Fig. 1: run 1, placed cells, one colour a class
Bar = 50 microns.
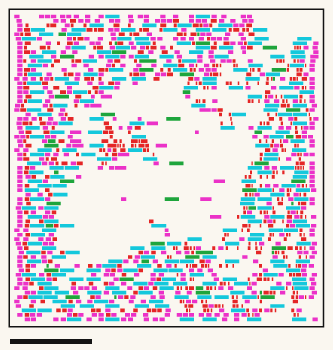
Fig. 2: run 1, signal metal coverage by tile
Bar = 50 microns. 38 x 39 tiles, from dark purple (low) to yellow (high), scaled to the fullest tile. Values are wire area over tile area, all layers added.
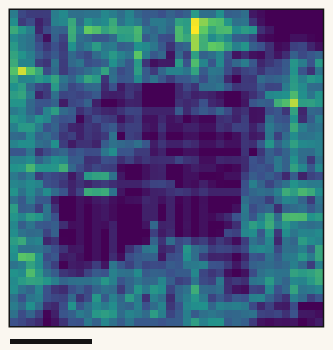
Fig. 3: run 1, I/O nets highlighted
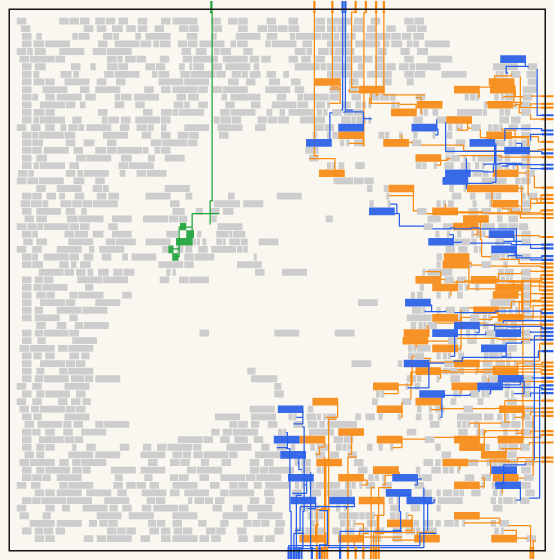
`config.mk`:
```
export PLATFORM = sky130hd
export DESIGN_NAME = mem_port_arbiter
export DESIGN_NICKNAME = d
export VERILOG_FILES = /design/src/rtl/mem_port_arbiter.sv
export SDC_FILE = /design/constraint.sdc
export NUM_CORES = 1
export LEC_CHECK = 0
export CELL_PAD_IN_SITES_DETAIL_PLACEMENT = 0
export CELL_PAD_IN_SITES_GLOBAL_PLACEMENT = 1
export CORE_AREA = 2 2 189 191
export DETAILED_ROUTE_END_ITERATION = 10
export DIE_AREA = 0 0 191 193
export PLACE_DENSITY = 0.75
export SYNTH_ARGS = -nofsm -noshare
export SYNTH_HDL_FRONTEND = slang
export SYNTH_SLANG_ARGS = --single-unit
```
`constraint.sdc`:
```
create_clock -name clk -period 2.45 [get_ports clk]
set_clock_uncertainty 0.15 [all_clocks]
set_input_delay 0.3675 -clock clk [delete_from_list [all_inputs] [get_ports clk]]
set_output_delay 0.3675 -clock clk [all_outputs]
set_load 0.01 [all_outputs]
```
`src/rtl/mem_port_arbiter.sv`:
```
// Shares one memory port between instruction fetch and data access.
// Ports: clk, rst (async, active-low); if_* fetch side; d_* data side;
//        bus_* registered memory request/ack port.
module mem_port_arbiter #(
    parameter int unsigned STARVE_MAX = 4
) (
    input  logic        clk,
    input  logic        rst,
    input  logic        if_req,
    input  logic [63:0] if_addr,
    output logic [31:0] if_rdata,
    output logic        if_valid,
    input  logic        d_req,
    input  logic        d_rw,
    input  logic [63:0] d_addr,
    input  logic [63:0] d_wdata,
    output logic [63:0] d_rdata,
    output logic        d_valid,
    output logic        bus_req,
    output logic        bus_rw,
    output logic [63:0] bus_addr,
    output logic [63:0] bus_wdata,
    input  logic [63:0] bus_rdata,
    input  logic        bus_ack
);

    typedef enum logic [1:0] {
        IDLE,
        FETCH,
        DATA
    } state_t;

    localparam logic [3:0] SMAX = 4'(STARVE_MAX);

    state_t     state, state_nx;
    logic [3:0] streak, streak_nx;
    logic       grant_f, grant_d;
    logic       word_sel;

    // Data wins unless a fetch has waited through SMAX data grants.
    // The streak only counts data grants that overtook a waiting fetch.
    always_comb begin
        state_nx  = state;
        streak_nx = streak;
        grant_f   = 1'b0;
        grant_d   = 1'b0;
        unique case (state)
            IDLE: begin
                if (d_req && (!if_req || streak < SMAX)) begin
                    grant_d   = 1'b1;
                    state_nx  = DATA;
                    streak_nx = if_req ? streak + 4'd1 : 4'd0;
                end else if (if_req) begin
                    grant_f   = 1'b1;
                    state_nx  = FETCH;
                    streak_nx = 4'd0;
                end
            end
            FETCH, DATA: begin
                if (bus_ack) state_nx = IDLE;
            end
            default: state_nx = IDLE;
        endcase
    end

    always_ff @(posedge clk or negedge rst) begin
        if (!rst) begin
            state     <= IDLE;
            streak    <= 4'd0;
            bus_req   <= 1'b0;
            bus_rw    <= 1'b0;
            bus_addr  <= 64'd0;
            bus_wdata <= 64'd0;
            word_sel  <= 1'b0;
            if_valid  <= 1'b0;
            if_rdata  <= 32'd0;
            d_valid   <= 1'b0;
            d_rdata   <= 64'd0;
        end else begin
            state    <= state_nx;
            streak   <= streak_nx;
            if_valid <= 1'b0;
            d_valid  <= 1'b0;
            if (grant_d) begin
                bus_req   <= 1'b1;
                bus_rw    <= d_rw;
                bus_addr  <= d_addr;
                bus_wdata <= d_wdata;
            end else if (grant_f) begin
                bus_req   <= 1'b1;
                bus_rw    <= 1'b0;
                bus_addr  <= if_addr;
                bus_wdata <= 64'd0;
                word_sel  <= if_addr[2];
            end else if (state != IDLE && bus_ack) begin
                bus_req <= 1'b0;
                if (state == FETCH) begin
                    if_valid <= 1'b1;
                    if_rdata <= word_sel ? bus_rdata[63:32]
                                         : bus_rdata[31:0];
                end else begin
                    d_valid <= 1'b1;
                    d_rdata <= bus_rw ? 64'd0 : bus_rdata;
                end
            end
        end
    end

endmodule

```
==> results.sh <==
# implementation run metrics
export IMPL_status="finished, final reports clean"
export IMPL_ff_count=235
export IMPL_min_period_ps=2096
export IMPL_reg2regPathDepth=6
export IMPL_cp_max_fo=43
export IMPL_grt_start_max_net_pins=78
export IMPL_cts_htree_levels=1
export IMPL_cp_depth=6
export IMPL_grt_pass1_wl_microns=50890
export IMPL_cp_end_kind="flip-flop"
export IMPL_power_density_nw_per_um2=1252
export IMPL_cp_num_buf_inv=2
export IMPL_ys_cells=817
export IMPL_nets=1556
export IMPL_path_cells="inv_1 > ha_1 > and2_1 > nand2b_2 > buf_4 > o221a_2"
export IMPL_met3_usage=0.05104
export IMPL_antenna_left=0
export IMPL_crit_path_start_kind="flip-flop"
export IMPL_synth_main_ff_cell="dfrtp_1"
export IMPL_die_area_sq_um=36860
export IMPL_area_delta_synth_final_pct=65.92
export IMPL_comb_cells=509
export IMPL_grt_overflow=0
export IMPL_synth_top_cell_by_count="dfrtp_1"
export IMPL_logic_area_sq_um=3482
export IMPL_switchingPower_mw=6.750
export IMPL_setup_viol=0
export IMPL_ios=490
export IMPL_portBuffers=489
export IMPL_root_buffer="clkbuf_16"
export IMPL_seq_power_share=0.325
export IMPL_ys_flops=235
export IMPL_static_leakage_power_nw=6.819
export IMPL_yosys_warnings=0
export IMPL_drive_gt1_frac=0.1077
export IMPL_met1_length_microns=14370
export IMPL_clock_buffers=38
-- Fig. 1 (at the start) --
[magenta] other buffers and delay cells | cells: 512 | share of their area: 34%
[cyan] flip-flops | cells: 235 | share of their area: 38%
[red] all other logic | cells: 515 | share of their area: 23%
[green] clock drivers and dummy loads | cells: 47 | share of their area: 5.8%
sequential fraction of total cell area: 0.3651
fin area: 16120 sq um
Core Region: 34960 sq um
final core occ: 0.4609

-- Fig. 2 (at the start) --
mean over tiles: 0.15
tiles over half the peak: 12%
nearly empty tiles: 10%

-- Fig. 3 (at the start) --
[orange] d_rdata | bits: 64 | direction: output | edge: 45 right, 13 bottom, 6 top | end cells: 64 | buffers: 64 | wire: 2250 microns
[blue] if_rdata | bits: 32 | direction: output | edge: 21 right, 9 bottom, 2 top | end cells: 32 | buffers: 32 | wire: 1260 microns
[green] if_req | bits: 1 | direction: input | edge: top | end cells: 5 | buffers: 1 | wire: 113 microns

